$ cat src/rtl/bus_nibble_receiver.sv
// Nibble-to-byte assembler feeding a DEPTH-entry FIFO; byte visible 1 cycle after high-nibble load, popped on out_valid&out_ready.
// Full FIFO with no pop drops the byte (sticky overflow). Optional WAIT_HI timeout via NIBBLE_TIMEOUT_EN.

module bnr_fifo #(
  parameter int DEPTH = 4,
  parameter int W     = 8
) (
  input  logic         clk,
  input  logic         reset_n,
  input  logic         i_clr,
  input  logic         i_push,
  input  logic         i_pop,
  input  logic [W-1:0] i_dat,
  output logic [W-1:0] o_dat,
  output logic         o_empty,
  output logic         o_full
);
  localparam int PW = $clog2(DEPTH);
  localparam int CW = $clog2(DEPTH + 1);
  localparam logic [CW-1:0] FULL_CNT = CW'(DEPTH);

  logic [W-1:0]  r_mem [DEPTH];
  logic [PW-1:0] r_wr_ptr;
  logic [PW-1:0] r_rd_ptr;
  logic [CW-1:0] r_count;
  logic          w_wr;
  logic          w_rd;

  assign o_empty = (r_count == '0);
  assign o_full  = (r_count == FULL_CNT);
  assign o_dat   = r_mem[r_rd_ptr];
  assign w_rd    = i_pop && !o_empty;
  // A full FIFO still accepts a write when the head leaves in the same cycle.
  assign w_wr    = i_push && (!o_full || w_rd);

  always_ff @(posedge clk) begin
    if (!reset_n) begin
      r_mem    <= '{default: '0};
      r_wr_ptr <= '0;
      r_rd_ptr <= '0;
      r_count  <= '0;
    end else if (i_clr) begin
      r_wr_ptr <= '0;
      r_rd_ptr <= '0;
      r_count  <= '0;
    end else begin
      if (w_wr) begin
        r_mem[r_wr_ptr] <= i_dat;
        r_wr_ptr        <= r_wr_ptr + 1'b1;
      end
      if (w_rd) begin
        r_rd_ptr <= r_rd_ptr + 1'b1;
      end
      if (w_wr && !w_rd) begin
        r_count <= r_count + 1'b1;
      end else if (w_rd && !w_wr) begin
        r_count <= r_count - 1'b1;
      end
    end
  end
endmodule

module bus_nibble_receiver #(
  parameter int DEPTH = 4
) (
  input  logic       clk,
  input  logic       reset_n,
  input  logic [3:0] BusIn,
  input  logic       load,
  input  logic       flush,
  output logic [7:0] ByteOut,
  output logic       out_valid,
  input  logic       out_ready,
  output logic       full,
  output logic       nib_pending,
  output logic       overflow
`ifdef NIBBLE_TIMEOUT_EN
  ,
  output logic       timeout
`endif
);
  typedef enum logic {
    WAIT_LO = 1'b0,
    WAIT_HI = 1'b1
  } state_t;

  state_t     r_state;
  state_t     w_state_nxt;
  logic [3:0] r_nib;
  logic [3:0] w_nib_nxt;
  logic       w_push;
  logic       w_pop;
  logic       w_empty;
  logic       r_overflow;

`ifdef NIBBLE_TIMEOUT_EN
  logic [3:0] r_to_cnt;
  logic       r_timeout;
  logic       w_to_hit;
`endif

  always_ff @(posedge clk) begin
    if (!reset_n) begin
      r_state <= WAIT_LO;
      r_nib   <= 4'h0;
    end else begin
      r_state <= w_state_nxt;
      r_nib   <= w_nib_nxt;
    end
  end

  always_comb begin
    w_state_nxt = r_state;
    w_nib_nxt   = r_nib;
    w_push      = 1'b0;
`ifdef NIBBLE_TIMEOUT_EN
    w_to_hit    = 1'b0;
`endif
    if (flush) begin
      w_state_nxt = WAIT_LO;
      w_nib_nxt   = 4'h0;
    end else begin
      case (r_state)
        WAIT_LO: begin
          if (load) begin
            w_nib_nxt   = BusIn;
            w_state_nxt = WAIT_HI;
          end
        end
        WAIT_HI: begin
          if (load) begin
            w_push      = 1'b1;
            w_state_nxt = WAIT_LO;
          end
`ifdef NIBBLE_TIMEOUT_EN
          // Fifteenth consecutive idle cycle abandons the half-built byte.
          else if (r_to_cnt == 4'd14) begin
            w_to_hit    = 1'b1;
            w_nib_nxt   = 4'h0;
            w_state_nxt = WAIT_LO;
          end
`endif
        end
        default: w_state_nxt = WAIT_LO;
      endcase
    end
  end

  assign w_pop = out_valid && out_ready && !flush;

  bnr_fifo #(
    .DEPTH (DEPTH),
    .W     (8)
  ) u_fifo (
    .clk     (clk),
    .reset_n (reset_n),
    .i_clr   (flush),
    .i_push  (w_push),
    .i_pop   (w_pop),
    .i_dat   ({BusIn, r_nib}),
    .o_dat   (ByteOut),
    .o_empty (w_empty),
    .o_full  (full)
  );

  always_ff @(posedge clk) begin
    if (!reset_n) begin
      r_overflow <= 1'b0;
    end else if (flush) begin
      r_overflow <= 1'b0;
    end else if (w_push && full && !w_pop) begin
      r_overflow <= 1'b1;
    end
  end

`ifdef NIBBLE_TIMEOUT_EN
  always_ff @(posedge clk) begin
    if (!reset_n) begin
      r_to_cnt  <= 4'h0;
      r_timeout <= 1'b0;
    end else begin
      r_timeout <= w_to_hit;
      if (flush || load || (r_state == WAIT_LO) || w_to_hit) begin
        r_to_cnt <= 4'h0;
      end else begin
        r_to_cnt <= r_to_cnt + 1'b1;
      end
    end
  end

  assign timeout = r_timeout;
`endif

  assign out_valid   = !w_empty;
  assign nib_pending = (r_state == WAIT_HI);
  assign overflow    = r_overflow;
endmodule

$ cat config.mk
export PLATFORM = sky130hd
export DESIGN_NAME = bus_nibble_receiver
export DESIGN_NICKNAME = d
export VERILOG_FILES = /design/src/rtl/bus_nibble_receiver.sv
export SDC_FILE = /design/constraint.sdc
export NUM_CORES = 1
export LEC_CHECK = 0
export CORE_UTILIZATION = 61
export CTS_BUF_LIST = sky130_fd_sc_hd__clkbuf_4
export CTS_CLUSTER_DIAMETER = 100
export CTS_CLUSTER_SIZE = 25
export DETAILED_ROUTE_END_ITERATION = 10
export GPL_TIMING_DRIVEN = 0
export PLACE_DENSITY_LB_ADDON = 0.08
export SETUP_SLACK_MARGIN = 0.5
export SLEW_MARGIN = 5
export SYNTH_ARGS = -nofsm -noshare
export SYNTH_HDL_FRONTEND = slang
export SYNTH_SLANG_ARGS = --single-unit
$ cat constraint.sdc
create_clock -name clk -period 4.8 [get_ports clk]
set_clock_uncertainty 0.2 [all_clocks]
set_input_delay 1.44 -clock clk [delete_from_list [all_inputs] [get_ports clk]]
set_output_delay 1.44 -clock clk [all_outputs]
set_load 0.02 [all_outputs]
==> images/met1.png <==
Bar = 20 um. Cells faint in the background.
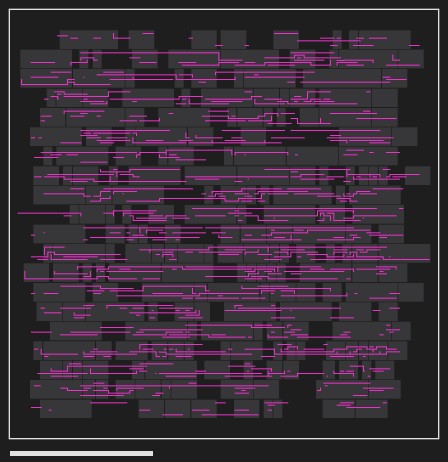
share of all routed wire	45%
main direction	horizontal
nets with wire on the layer	215
wire length on this layer	1910 um
routed vias: 1487
wire length reported by the detailed router: 4230 um
GR Layer Usage met1: 0.340

==> images/metal_stack.png <==
Bar = 20 um. Only two layers are drawn.
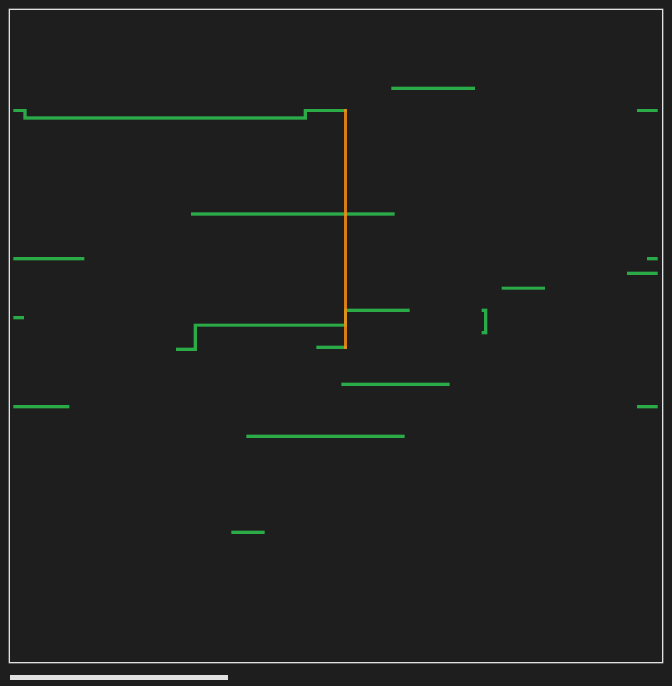
layer	colour	wire length
met3	green	136 um
met4	orange	21.8 um

==> qor.log <==
[clock_network] master cell of the clock root buffer clkbuf_4
[die] effective utilization at floorplan 0.654
[job] number of OpenROAD warnings 30
[die] chip area 0.00359 sq mm
[hold_path] Min-Delay Path Depth 2
[placed_design] DP HPWL 3020 um
[route] ANT nets after route 0
[global_routing] wire length of the first global-routing pass 6910 um
[pwr] power per cell area 272 mW/mm^2
[synthesis] post-synthesis sequential element count 45
[timing] Final Setup Violations 0
[clock_network] total setup buffers inserted after CTS 0
[critical_path] RR Startpoint nib_pending
[route] average via count per standard cell 5.57
[pwr] Overall Power 0.000645 W
[global_routing] pin count of the biggest net entering global routing 15
[clock_network] clock sinks 45
[timing] setup total negative slack 0 ns
[die] Die X 59.9 um
[global_routing] total overflow reported by the global router 0
[synthesis] cell type contributing the most total cell area after synthesis dfxtp_1
[job] tally of max-capacitance violations 0
[timing] period utilization 0.791
[timing] final hold violations 0
[global_routing] total routing usage reported by global routing 0.270
[placed_design] global placement routability congestion 0.753
[critical_path] number of gates on the worst path with buffers counted 3
[final_layout] post-route standard cell area excluding fillers 0.00237 sq mm
[final_layout] largest register by flop count u_fifo.r_mem
[critical_path] Worst EP arrival 2.15 ns
[final_layout] Ant. Diodes 0
[synthesis] Synth Cell Area 0.00204 sq mm
[final_layout] commonest non-fill, non-tap cell in the layout dfxtp_1
[final_layout] max reg flops 32
[synthesis] share of the synthesized area in the top cell type 0.441
[critical_path] CP top delay family buffers and inverters
[pwr] worst-case vdd ir drop 0.213 mV
[critical_path] Crit-path slowest cell clkdlybuf4s50_1
[clock_network] number of gates given a new drive strength after cts 0
[synthesis] Ys Warns 0
[clock_network] TritonCTS clock tree yes
[synthesis] syn nets 213
[timing] setup repair after global routing missed its margin no
[route] drt wl/cell 15.8 um
[final_layout] final cell count without fillers 267
[synthesis] Yosys cell types 24
[clock_network] clock transition time at the flip-flop clock pins of the worst setup and hold paths 0.13 ns
[synthesis] Seq share, synth 0.441
[critical_path] Critical Path Source Type flip-flop
[hold_path] path category of the worst min-delay check flip-flop to flip-flop
[timing] Worst slew margin 0.559
[critical_path] total buffers and inverters traversed by the critical path 2
[clock_network] H-tree Lvls 2
[die] number of rows in the core area 20
[synthesis] synth top area cells dfxtp_1 (44%), mux2i_1 (19%), mux4_2 (8.8%)
[hold_path] hold worst-path end u_fifo.r_mem[11]
[hold_path] source of the worst hold timing path u_fifo.r_mem[11]
[die] core area 0.00313 sq mm
[critical_path] endpoint of the worst setup timing path ByteOut[7]
[global_routing] vias in the first global route 1497
[final_layout] fraction of layout instances using a drive strength above 1 0.0987
[synthesis] synthesized chip area reported by yosys 0.00204 sq mm
[synthesis] yosys cell count 196
[placed_design] Placed Area 0.00229 sq mm
[critical_path] beginning of the critical path u_fifo.r_rd_ptr[1]
[critical_path] endpoint class of the critical path output pin
[final_layout] Area Overhead vs Synth 15.9%
[timing] maximum clock rate 0.264 GHz
[timing] measured slew at the worst slew-check pin 0.661 ns
[global_routing] antenna violations before repair 0
[final_layout] Largest regs u_fifo.r_mem x32, r_nib x4, u_fifo.r_count x3
[clock_network] CTS buffer count 5
[final_layout] total of fill cells in the finished design 229
[final_layout] post-layout net count 239
[critical_path] critical path class flip-flop to output pin
[clock_network] Max clock buf depth 2
[synthesis] Gate Count Post-Synth 196
[placed_design] instance count after placement with tap cells included 259
[timing] crit path time final 3.79 ns
[pwr] leakage power total 0.819 nW
[route] Detailed Route Iter0 Violations 55
[final_layout] core occupancy in the finished layout 0.757
[clock_network] CTS hold repair buffers 0
[route] first drt pass iteration count 4
[critical_path] slowest stage delay, CP 0.55 ns
[critical_path] depth of the worst register-to-register path 9
[critical_path] CP max FO 10
[clock_network] insertion delay at the late pin of the worst-skew pair 0.35 ns
[placed_design] number of port buffers 19
[die] top-level I/O count 21
[run_status] status completed
[critical_path] setup slack of the worst register-to-register path 2.24 ns
[critical_path] RR Endpoint u_fifo.r_count[2]
[synthesis] Synth Area per Inst 10.4 sq um
[route] Post-route DRC 0
[critical_path] critical path cell sequence clkbuf_1 -> mux4_2 -> clkdlybuf4s50_1
[die] vertical die dimension 59.9 um
[timing] Pins Over Slew Limit 0
[final_layout] top library cells by usage in the layout, fill and taps aside dfxtp_1 (45), nand2_1 (43), mux2i_1 (39)
synth_stat cells:
library cell and number:
nor2b_1 1, or3_2 1, or3_1 3, ha_1 7, a31oi_1 1, buf_2 1
nor2_1 9, mux4_2 8, buf_4 3, nor4b_4 1, nand2b_1 3, nand3b_1 1
mux2i_1 39, xor2_1 2, nor3_1 1, dfxtp_1 45, buf_6 1, nand2_1 43
a21oi_1 3, clkbuf_1 8, fa_1 1, o21ai_0 3, nor3b_1 5, inv_1 6
kinds of logic (layout without fill, tap and decap cells):
family,Yosys count,after routing,share of synthesized area
compound gates,7,7,0.0177
xor+xnor,2,2,0.00857
fa+ha+maj,8,8,0.0526
buf+inv,19,46,0.0447
flops,45,45,0.441
mux,47,47,0.279
simple gates,68,68,0.157
power by group:
part           switching [W]  internal [W]  leakage, nW
clock               0.000119      0.000108       0.0389
combinational      0.0000232     0.0000168        0.418
sequential        0.00000198      0.000376        0.363
total               0.000144      0.000501        0.819
stage by stage:
step	worst slack (ns)	hold WS (ns)
after floorplan	1.45	0.232
after global placement	0.778	0.238
after detailed placement	0.691	0.252
after CTS	0.999	0.269
after global routing	0.903	0.278
final	1.01	0.267
final cells by class:
class	instances	area, sq um	share of cell area
Tap cell	44	55.1	0.0232
Inverter	6	22.5	0.00951
Clock buffer	5	37.5	0.0158
Sequential cell	45	901	0.380
Clock inverter	3	41.3	0.0174
Buffer	13	68.8	0.0291
Multi-Input combinational cell	132	1050	0.444
Timing Repair Buffer	19	190	0.0803
layer usage:
| layer | up-vias | GRT usage | part of all wire |
|---|---|---|---|
| li1 | 716 | - | - |
| met1 | 741 | 0.340 | 0.45 |
| met2 | 28 | 0.468 | 0.51 |
| met3 | 2 | 0.0455 | 0.032 |
| met4 | 0 | 0.0864 | 0.0050 |
| met5 | - | 0 | 0 |
No activity file was given, so power comes from the tool's default toggle rates.
